Fig. 1: wiring heat map
Scale bar: 20 um. 18 x 18 tiles, from dark blue (low) to red (high), scaled to the fullest tile. Values are wire area over tile area, all layers added.
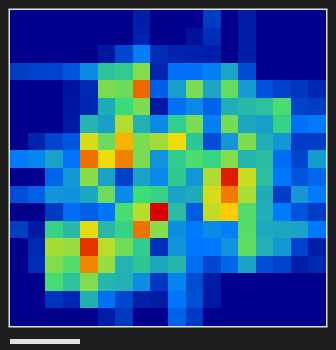
Fig. 2: placement by cell class
Fill, decap, tap and diode cells in grey.
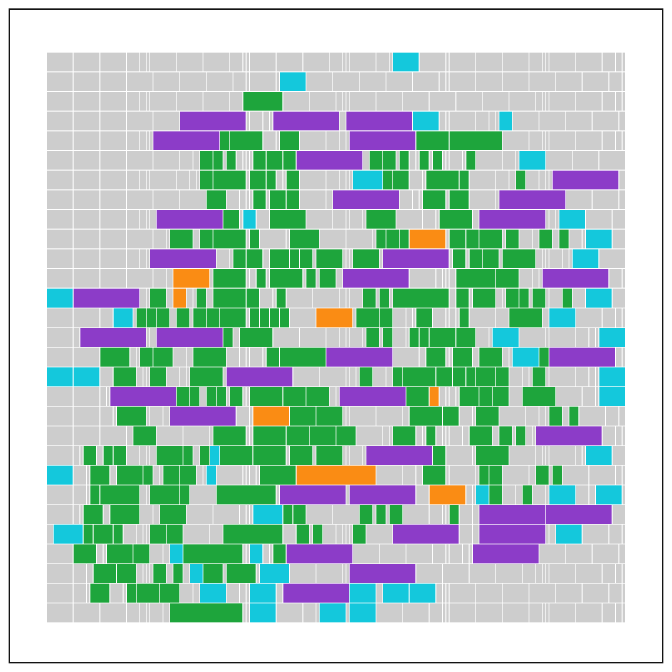
Fig. 3: signal wires on met1
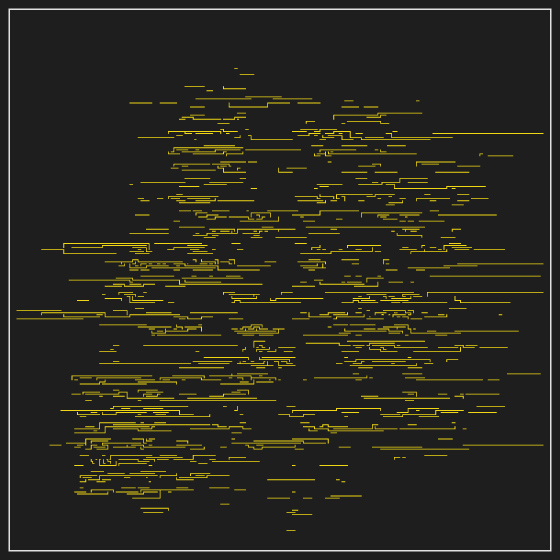
Fig. 4: clock routing
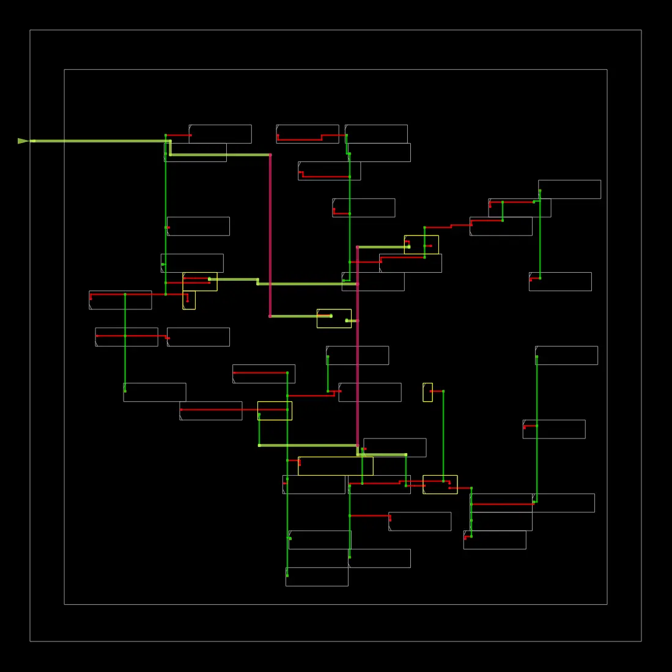
File: src/rtl/ds_adc_pkg.sv
// rtl/ds_adc_pkg.sv - shared types and helpers for the delta-sigma ADC scheduler
package ds_adc_pkg;

    typedef enum logic [1:0] {
        ST_IDLE   = 2'd0,
        ST_SETTLE = 2'd1,
        ST_ACCUM  = 2'd2,
        ST_DONE   = 2'd3
    } ds_sched_state_t;

    function automatic int clog2_min1(input int n);
        return (n <= 2) ? 1 : $clog2(n);
    endfunction

endpackage

File: src/rtl/ds_adc_rr_arb.sv
// rtl/ds_adc_rr_arb.sv - combinational round-robin arbiter with registered priority pointer
module ds_adc_rr_arb
    import ds_adc_pkg::*;
#(
    parameter int NCH = 4,
    parameter int CW  = 2
) (
    input  logic           clk,
    input  logic           rstn,
    input  logic [NCH-1:0] req,
    input  logic           upd,
    input  logic [CW-1:0]  upd_idx,
    output logic [NCH-1:0] win_oh,
    output logic [CW-1:0]  win_idx
);

    logic [CW-1:0] ptr_q, ptr_d;
    logic [CW-1:0] scan_idx;
    logic          found;
    int            j;

    // ptr_q holds the highest-priority channel: one past the last granted
    always_comb begin
        ptr_d = ptr_q;
        if (upd) begin
            ptr_d = (upd_idx == CW'(NCH - 1)) ? '0 : upd_idx + CW'(1);
        end
    end

    always_comb begin
        win_oh   = '0;
        win_idx  = '0;
        found    = 1'b0;
        j        = 0;
        scan_idx = '0;
        for (int i = 0; i < NCH; i++) begin
            j = int'(ptr_q) + i;
            if (j >= NCH) begin
                j = j - NCH;
            end
            scan_idx = CW'(j);
            if (!found && req[scan_idx]) begin
                found             = 1'b1;
                win_oh[scan_idx]  = 1'b1;
                win_idx           = scan_idx;
            end
        end
    end

    always_ff @(posedge clk or negedge rstn) begin
        if (!rstn) begin
            ptr_q <= '0;
        end else begin
            ptr_q <= ptr_d;
        end
    end

endmodule

File: src/rtl/ds_adc_scheduler.sv
// rtl/ds_adc_scheduler.sv - time-shares one delta-sigma ADC between NCH requesters
module ds_adc_scheduler
    import ds_adc_pkg::*;
#(
    parameter int WIDTH    = 8,
    parameter int NCH      = 4,
    parameter int SETTLE   = 3,
    parameter int AVG_LOG2 = 2
) (
    input  logic                               clk,
    input  logic                               rstn,
    input  logic                               enable,
    input  logic [NCH-1:0]                     req,
    input  logic                               sample_stb,
    input  logic signed [WIDTH-1:0]            adc_data,
    output logic [clog2_min1(NCH)-1:0]         ch_sel,
    output logic                               busy,
    output logic [NCH-1:0]                     gnt,
    output logic signed [WIDTH-1:0]            result,
    output logic [clog2_min1(NCH)-1:0]         result_ch
);

    localparam int CW   = clog2_min1(NCH);
    localparam int AW   = WIDTH + AVG_LOG2;
    localparam int NAVG = 1 << AVG_LOG2;
    localparam int CNTW = 5;

    ds_sched_state_t          state_q, state_d;
    logic [CW-1:0]            ch_sel_q, ch_sel_d;
    logic [CNTW-1:0]          cnt_q, cnt_d;
    logic signed [AW-1:0]     acc_q, acc_d;
    logic                     busy_q, busy_d;
    logic [NCH-1:0]           gnt_q, gnt_d;
    logic signed [WIDTH-1:0]  result_q, result_d;
    logic [CW-1:0]            result_ch_q, result_ch_d;

    logic signed [AW-1:0]     sample_ext;
    logic signed [AW-1:0]     acc_nxt;
    logic [NCH-1:0]           arb_oh;
    logic [CW-1:0]            arb_idx;
    logic                     ptr_upd;

    assign sample_ext = AW'(adc_data);
    assign acc_nxt    = acc_q + sample_ext;

    ds_adc_rr_arb #(
        .NCH (NCH),
        .CW  (CW)
    ) u_arb (
        .clk     (clk),
        .rstn    (rstn),
        .req     (req),
        .upd     (ptr_upd),
        .upd_idx (ch_sel_q),
        .win_oh  (arb_oh),
        .win_idx (arb_idx)
    );

    always_comb begin
        state_d     = state_q;
        ch_sel_d    = ch_sel_q;
        cnt_d       = cnt_q;
        acc_d       = acc_q;
        gnt_d       = '0;
        result_d    = result_q;
        result_ch_d = result_ch_q;
        ptr_upd     = 1'b0;

        case (state_q)
            ST_IDLE: begin
                if (enable && (|arb_oh)) begin
                    ch_sel_d = arb_idx;
                    cnt_d    = '0;
                    acc_d    = '0;
                    state_d  = ((arb_idx == ch_sel_q) || (SETTLE == 0)) ? ST_ACCUM : ST_SETTLE;
                end
            end
            ST_SETTLE: begin
                if (!enable) begin
                    state_d = ST_IDLE;
                end else if (sample_stb) begin
                    if (cnt_q == CNTW'(SETTLE - 1)) begin
                        state_d = ST_ACCUM;
                        cnt_d   = '0;
                        acc_d   = '0;
                    end else begin
                        cnt_d = cnt_q + CNTW'(1);
                    end
                end
            end
            ST_ACCUM: begin
                if (!enable) begin
                    state_d = ST_IDLE;
                end else if (sample_stb) begin
                    acc_d = acc_nxt;
                    if (cnt_q == CNTW'(NAVG - 1)) begin
                        // grant and result are registered on the edge into DONE
                        state_d = ST_DONE;
                        if (req[ch_sel_q]) begin
                            gnt_d[ch_sel_q] = 1'b1;
                            result_d        = WIDTH'(acc_nxt >>> AVG_LOG2);
                            result_ch_d     = ch_sel_q;
                        end
                    end else begin
                        cnt_d = cnt_q + CNTW'(1);
                    end
                end
            end
            ST_DONE: begin
                state_d = ST_IDLE;
                ptr_upd = 1'b1;
            end
            default: begin
                state_d = ST_IDLE;
            end
        endcase

        busy_d = (state_d != ST_IDLE);
    end

    always_ff @(posedge clk or negedge rstn) begin
        if (!rstn) begin
            state_q     <= ST_IDLE;
            ch_sel_q    <= '0;
            cnt_q       <= '0;
            acc_q       <= '0;
            busy_q      <= 1'b0;
            gnt_q       <= '0;
            result_q    <= '0;
            result_ch_q <= '0;
        end else begin
            state_q     <= state_d;
            ch_sel_q    <= ch_sel_d;
            cnt_q       <= cnt_d;
            acc_q       <= acc_d;
            busy_q      <= busy_d;
            gnt_q       <= gnt_d;
            result_q    <= result_d;
            result_ch_q <= result_ch_d;
        end
    end

    assign ch_sel    = ch_sel_q;
    assign busy      = busy_q;
    assign gnt       = gnt_q;
    assign result    = result_q;
    assign result_ch = result_ch_q;

endmodule
File: config.mk
export PLATFORM = sky130hd
export DESIGN_NAME = ds_adc_scheduler
export DESIGN_NICKNAME = d
export VERILOG_FILES = /design/src/rtl/ds_adc_pkg.sv /design/src/rtl/ds_adc_rr_arb.sv /design/src/rtl/ds_adc_scheduler.sv
export SDC_FILE = /design/constraint.sdc
export NUM_CORES = 1
export LEC_CHECK = 0
export CAP_MARGIN = 20
export CORE_MARGIN = 5
export CORE_UTILIZATION = 41
export CTS_CLUSTER_DIAMETER = 30
export DETAILED_ROUTE_END_ITERATION = 6
export GPL_TIMING_DRIVEN = 0
export PLACE_DENSITY = 0.72
export SYNTH_ARGS = -nofsm -noshare
export SYNTH_HDL_FRONTEND = slang
export SYNTH_HIERARCHICAL = 1
export SYNTH_SLANG_ARGS = --single-unit
File: constraint.sdc
create_clock -name clk -period 5.2 [get_ports clk]
set_input_delay 0.52 -clock clk [delete_from_list [all_inputs] [get_ports clk]]
set_output_delay 0.52 -clock clk [all_outputs]
set_load 0.05 [all_outputs]
==> run summary <==
number of buffer and inverter instances along the worst setup path: 3
area enclosed by the die boundary: 8130 um^2
synthesized netlist cell count: 274
clock input transition at the sequential cells of the worst setup and hold paths: 0.07 ns
H-tree levels: 2
post-layout util: 49.8%
total of flip-flops plus latches after synthesis: 36
fraction of final layout cells sized beyond drive strength 1: 14.1%
library cell used as clock root buffer: clkbuf_8
fmax: 251 MHz
result of the run: finished, final reports clean
Antenna diodes: 0
Critical Path Slowest Stage Cell: or4_1
number of port buffers: 31
Placer Congestion: 0.822
layer carrying the most global-route usage: met2
final-report setup violation count: 0
R2R depth: 14
number of max-slew violations in the final report: 0
x dimension of the die: 90.2 um
inverter count: 15
Post-Route M1 WL: 2600 um
post-detail-place hpwl: 4190 um
met3 track utilization from global routing: 4.42%
first-pass GRT wire length: 9890 um
post-cts sizing count: 0
list of cells traversed by the critical path: clkbuf_1 > inv_1 > ha_1 > clkbuf_1 > mux4_2 > nor2b_4 > a22o_1 > a221o_1 > or4_1 > nor2_1 > nor2_1 > nand3_1 > or2_1 > o21ai_0
Total Nets Final: 351
Non-clk bufs: 43
vias in the first global route: 2183
combined flip-flop and latch cell area: 901 um^2
final worst slack: 1.22 ns
fraction of the core area occupied by cells at floorplan: 41.7%
largest fanout on the critical path: 10
ys cells: 274
Maximum Capacitance Violations: 0
sum of met2 wire segment lengths after detailed routing: 2700 um
length of routed met3 wiring: 258 um
number of enable-type register cells in the synthesized netlist: 0
worst-margin pin slew: 0.802 ns
die extent in y: 90.2 um
post-synth design cell area: 2630 um^2
GR Layer Usage met2: 24.5%
top cell type by total area after synthesis: dfrtp_1
logic depth of the worst path, buffers included: 14
I/O pin count: 33
total number of placement rows: 29
Log Warnings: 35
leading cell category by total area: combinational gates
setup repair after global routing missed its margin: false
GRT Residual Overflow: 0
Clock Tree Buf Depth: 2
register with the highest flop count: acc_q
required time reported for the critical path endpoint: 5.37 ns
yosys synthesis warning count: 6
portion of the clock cycle consumed by the worst path in the final layout: 76.5%
post-route setup TNS: 0 ns
flop share of the area: 28.7%
Worst setup EP type: flip-flop
CP startpoint kind: flip-flop
synthesized-area fraction occupied by adder cells: 11.2%
static leakage: 1.38 nW
most common library cells after synthesis: dfrtp_1, nand2_1, o21ai_0
worst reg2reg endpoint: cnt_q[1]
post-layout minimum cycle time: 3.98 ns
Worst VDD drop: 0.000330 V
1st-iter DRT viols: 66
path type of the worst min-delay path: in -> async
logic share of the area: 50.6%
## Picture notes: Fig. 1
mean over tiles	0.11
nearly empty tiles	28%
emptiest ninth of the die	north-west
fullest tile	0.44
tiles over half the peak	17%
densest ninth of the die	centre
Final Routed Wirelength: 5610 um
via count: 2157

## Picture notes: Fig. 2
colour	class	cells
green	combinational and other logic	226
cyan	remaining buffers and delay cells	43
purple	sequential cells	36
orange	clock drivers and dummy loads	8

## Picture notes: Fig. 3
longest straight run	19.8 um
share of all routed wire	46%
met1 GRT Util: 17.8%

## Picture notes: Fig. 4
later-pin clock latency in the skew report: 0.29 ns
number of clock sinks seen by CTS: 36
Setup Skew: 0.00618 ns
sequential cell count: 36
Clock buffer cells: 6

## power breakdown
part	total, W	switching [W]	internal [W]
Sequential	0.000397	0.0000612	0.000335
Combinational	0.000871	0.000499	0.000372
Clock	0.000244	0.000102	0.000142
Total	0.00151	0.000662	0.000850
## per-stage QoR
step	cell area, um^2	hold slack [ns]	power [W]
floorplan	2630	0.224	0.00107
global placement	3040	0.466	0.00125
detailed placement	3040	0.476	0.00126
CTS	3140	0.340	0.00152
global route	3140	0.374	0.00163
finish	3140	0.311	0.00151
## cells by family (layout without fill, tap and decap cells)
logic type      after synthesis  in the layout
simple gates                 93             93
compound gates               76             76
flops                        36             36
buf+inv                      27             66
fa+ha+maj                    23             23
xor+xnor                     10             10
mux                           9              9
Power and IR drop assume default switching activity.
